--- src/rtl/hw_control_unit.sv ---
// rtl/hw_control_unit.sv - hardwired fetch/decode/execute control sequencer
//
// Ports:
//   clock, clear         rising-edge clock, synchronous active-high reset
//   IR[31:0]             instruction register from the datapath
//   mem_ready            memory read data valid (only looked at in T1)
//   Rin/Rout             one-hot register load / bus drive
//   PCin..HIin, LOin     datapath, Z, HI and LO strobes
//   IncPC, Read          PC increment, memory read
//   ALUop[3:0]           ALU operation select
//   Run                  high while sequencing instructions
//   illegal              one-cycle pulse on an undefined opcode
module hw_control_unit #(
    parameter int NUM_REGS = 16
) (
    input  logic                clock,
    input  logic                clear,
    input  logic [31:0]         IR,
    input  logic                mem_ready,
    output logic [NUM_REGS-1:0] Rin,
    output logic [NUM_REGS-1:0] Rout,
    output logic                PCin,
    output logic                PCout,
    output logic                MARin,
    output logic                MDRin,
    output logic                MDRout,
    output logic                IRin,
    output logic                Yin,
    output logic                Zlowin,
    output logic                Zhighin,
    output logic                Zlowout,
    output logic                Zhighout,
    output logic                HIin,
    output logic                LOin,
    output logic                IncPC,
    output logic                Read,
    output logic [3:0]          ALUop,
    output logic                Run,
    output logic                illegal
);

    typedef enum logic [3:0] {
        S_RESET, S_T0, S_T1, S_T2, S_T3, S_T4, S_T5, S_T6, S_HALT
    } state_t;

    state_t state, state_nxt;
    // Set while T1 is repeating for memory; keeps PCin/Zlowout to the first T1 cycle.
    logic   t1_wait, t1_wait_nxt;

    logic [4:0] opcode;
    logic [3:0] ra, rb, rc;
    logic       is_alu3, is_muldiv, is_unary, is_nop, is_halt;
    logic       unused_ir;

    assign opcode    = IR[31:27];
    assign ra        = IR[26:23];
    assign rb        = IR[22:19];
    assign rc        = IR[18:15];
    assign unused_ir = ^IR[14:0];

    assign is_alu3   = (opcode <= 5'd7);
    assign is_muldiv = (opcode == 5'd8)  || (opcode == 5'd9);
    assign is_unary  = (opcode == 5'd10) || (opcode == 5'd11);
    assign is_nop    = (opcode == 5'd26);
    assign is_halt   = (opcode == 5'd27);

    function automatic logic [NUM_REGS-1:0] onehot(input logic [3:0] idx);
        onehot = {{(NUM_REGS-1){1'b0}}, 1'b1} << idx;
    endfunction

    always_ff @(posedge clock) begin
        if (clear) begin
            state   <= S_RESET;
            t1_wait <= 1'b0;
        end else begin
            state   <= state_nxt;
            t1_wait <= t1_wait_nxt;
        end
    end

    always_comb begin
        state_nxt   = state;
        t1_wait_nxt = 1'b0;
        Rin         = '0;
        Rout        = '0;
        PCin        = 1'b0;
        PCout       = 1'b0;
        MARin       = 1'b0;
        MDRin       = 1'b0;
        MDRout      = 1'b0;
        IRin        = 1'b0;
        Yin         = 1'b0;
        Zlowin      = 1'b0;
        Zhighin     = 1'b0;
        Zlowout     = 1'b0;
        Zhighout    = 1'b0;
        HIin        = 1'b0;
        LOin        = 1'b0;
        IncPC       = 1'b0;
        Read        = 1'b0;
        ALUop       = 4'd0;
        illegal     = 1'b0;
        Run         = (state != S_RESET) && (state != S_HALT);

        case (state)
            S_RESET: state_nxt = S_T0;
            S_T0: begin
                PCout     = 1'b1;
                MARin     = 1'b1;
                IncPC     = 1'b1;
                Zlowin    = 1'b1;
                state_nxt = S_T1;
            end
            S_T1: begin
                Read  = 1'b1;
                MDRin = 1'b1;
                if (!t1_wait) begin
                    PCin    = 1'b1;
                    Zlowout = 1'b1;
                end
                if (mem_ready) state_nxt   = S_T2;
                else           t1_wait_nxt = 1'b1;
            end
            S_T2: begin
                MDRout    = 1'b1;
                IRin      = 1'b1;
                state_nxt = S_T3;
            end
            S_T3: begin
                if (is_alu3) begin
                    Rout      = onehot(rb);
                    Yin       = 1'b1;
                    state_nxt = S_T4;
                end else if (is_unary) begin
                    Rout      = onehot(rb);
                    ALUop     = opcode[3:0];
                    Zlowin    = 1'b1;
                    state_nxt = S_T4;
                end else if (is_muldiv) begin
                    Rout      = onehot(ra);
                    Yin       = 1'b1;
                    state_nxt = S_T4;
                end else if (is_nop) begin
                    state_nxt = S_T0;
                end else if (is_halt) begin
                    state_nxt = S_HALT;
                end else begin
                    illegal   = 1'b1;
                    state_nxt = S_T0;
                end
            end
            S_T4: begin
                state_nxt = S_T0;
                if (is_alu3) begin
                    Rout      = onehot(rc);
                    ALUop     = opcode[3:0];
                    Zlowin    = 1'b1;
                    state_nxt = S_T5;
                end else if (is_unary) begin
                    Zlowout = 1'b1;
                    Rin     = onehot(ra);
                end else if (is_muldiv) begin
                    Rout      = onehot(rb);
                    ALUop     = opcode[3:0];
                    Zlowin    = 1'b1;
                    Zhighin   = 1'b1;
                    state_nxt = S_T5;
                end
            end
            S_T5: begin
                state_nxt = S_T0;
                if (is_alu3) begin
                    Zlowout = 1'b1;
                    Rin     = onehot(ra);
                end else if (is_muldiv) begin
                    Zlowout   = 1'b1;
                    LOin      = 1'b1;
                    state_nxt = S_T6;
                end
            end
            S_T6: begin
                Zhighout  = 1'b1;
                HIin      = 1'b1;
                state_nxt = S_T0;
            end
            S_HALT:  state_nxt = S_HALT;
            default: state_nxt = S_RESET;
        endcase
    end

endmodule

--- config.mk ---
export PLATFORM = sky130hd
export DESIGN_NAME = hw_control_unit
export DESIGN_NICKNAME = d
export VERILOG_FILES = /design/src/rtl/hw_control_unit.sv
export SDC_FILE = /design/constraint.sdc
export NUM_CORES = 1
export LEC_CHECK = 0
export ABC_AREA = 1
export CAP_MARGIN = 20
export CORE_MARGIN = 2
export CORE_UTILIZATION = 40
export DETAILED_ROUTE_END_ITERATION = 8
export GPL_ROUTABILITY_DRIVEN = 0
export PLACE_DENSITY = 0.89
export SLEW_MARGIN = 5
export SYNTH_ARGS = -nofsm -noshare
export SYNTH_HDL_FRONTEND = slang
export SYNTH_SLANG_ARGS = --single-unit
--- constraint.sdc ---
create_clock -name clock -period 1.8 [get_ports clock]
set_input_delay 0.18 -clock clock [delete_from_list [all_inputs] [get_ports clock]]
set_output_delay 0.18 -clock clock [all_outputs]
set_load 0.05 [all_outputs]
Figure 1. Cell outlines without signal wires (run 1).
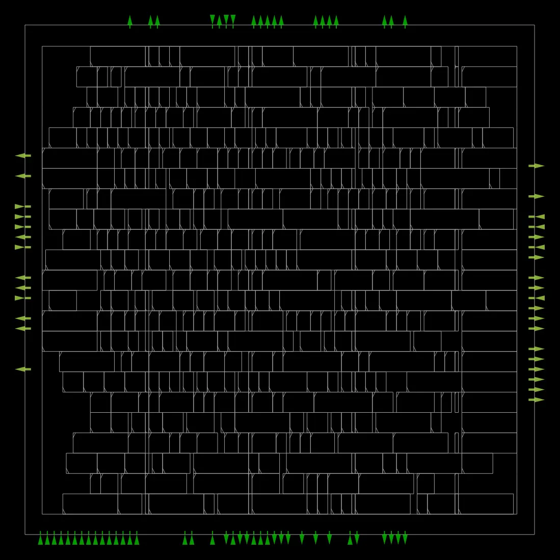
Core Util, Final: 87.6%
Tap Cells: 50

Figure 2. Placement density heat map (run 1).
7 x 7 tiles, from white (low) to dark blue (high), 0 to 100% covered.
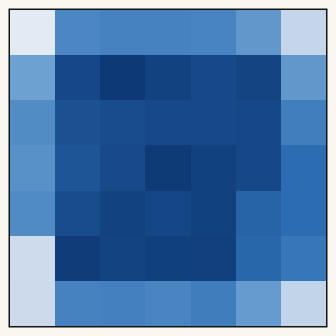
densest ninth of the die: middle
fullest tile: 96%
tiles over 75% full: 55%
mean over tiles: 74%

Figure 3. Routed clock nets over the placement (run 1).
Bar = 20 um.
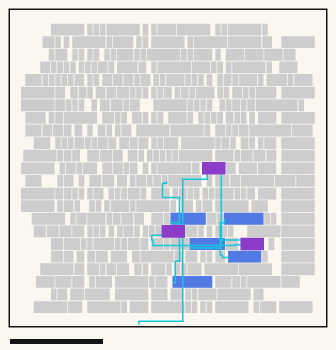
legend:
  purple:
    item: clock drivers
    count: 3
  cyan:
    item: clock wires
    length: 152 um
  blue:
    item: flip-flops
    count: 5
routed clock nets: 4
clk_skew: 1.42 ps
clock power share: 22.3%
clk_lat worst skew: 230 ps
Clk. pwr: 225 uW

==> results.sh, run 1 <==
# physical design summary
export IMPL_outcome="finished, violations left"
export IMPL_violations="negative setup slack"
export IMPL_synthTopCellsByArea="nand2_1 (23%), nor2_1 (20%), inv_1 (11%)"
export IMPL_sh_seq_area_pct=3.17
export IMPL_peakVddDrop_mv=0.246
export IMPL_grtUsageTotal_pct=34.7
export IMPL_top_area_share_pct=22.6
export IMPL_fin_ws_ps=-99.2
export IMPL_grtUsageMet3_pct=6.91
export IMPL_sh_comb_area_pct=41.5
export IMPL_crit_type="in2out"
export IMPL_path_clk_slew_ps=40
export IMPL_numCtsBuffers=3
export IMPL_syn_to_final_growth_pct=111
export IMPL_common_cells="nand2_1 (99), nor2_1 (88), inv_1 (48)"
export IMPL_antenna_left=0
export IMPL_rows=23
export IMPL_synth_cell_type_count=25
export IMPL_p_seq_uw=136
export IMPL_fin_crit_sh_pct=106
export IMPL_edf_count=0
export IMPL_r2r_end="state[2]"
export IMPL_gr_total_overflow=0
export IMPL_synth_async_reset_ratio_pct=0
export IMPL_placed_cells=473
export IMPL_comb_power_share_pct=64.2
export IMPL_core_area_um2=3970
export IMPL_power_density_nw_per_um2=290
export IMPL_num_vias=2880
export IMPL_synth_main_ff_cell="dfxtp_1"
export IMPL_post_place_ws_ps=-236
export IMPL_top_cell="nand2_1"
export IMPL_setup_viol=26
export IMPL_diodes=0
export IMPL_nClkBuffers=4
export IMPL_grt_pass1_vias=2673
export IMPL_cp_end_kind="output port"
==> run 2, diff against run 1 <==
Settings changed: SLEW_MARGIN 5 to 20.
Figure 4. The metal 3 layer (run 2).
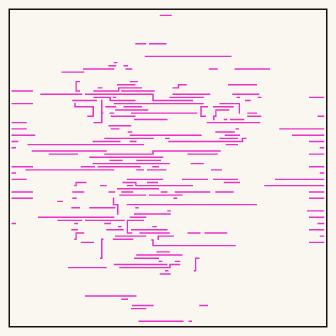
main direction: horizontal
longest straight run: 27.8 um

==> run 2 against run 1 <==
Against the previous run:
- the run still ends with negative setup slack left
- flip-flop count did not move
- worst setup slack did not move
- combinational power barely moved
- cell count did not move
- total power did not move
- non-clock buffer count did not move
- register-to-register slack barely moved
- count of clock-buffer cells in the layout did not move
- critical path depth did not move
==> results.sh, run 2 <==
# physical design summary
export IMPL_setup_viol=26
export IMPL_synth_cell_type_count=25
export IMPL_rows=23
export IMPL_grtUsageTotal_pct=34.7
export IMPL_cp_end_kind="output port"
export IMPL_core_area_um2=3970
export IMPL_syn_to_final_growth_pct=111
export IMPL_fin_ws_ps=-99.2
export IMPL_comb_power_share_pct=64.2
export IMPL_edf_count=0
export IMPL_outcome="finished, violations left"
export IMPL_grt_pass1_vias=2673
export IMPL_grtUsageMet3_pct=6.91
export IMPL_well_tap_count=50
export IMPL_numCtsBuffers=3
export IMPL_violations="negative setup slack"
export IMPL_common_cells="nand2_1 (99), nor2_1 (88), inv_1 (48)"
export IMPL_nClkBuffers=4
export IMPL_synth_async_reset_ratio_pct=0
export IMPL_power_density_nw_per_um2=290
Power and IR drop assume default switching activity.
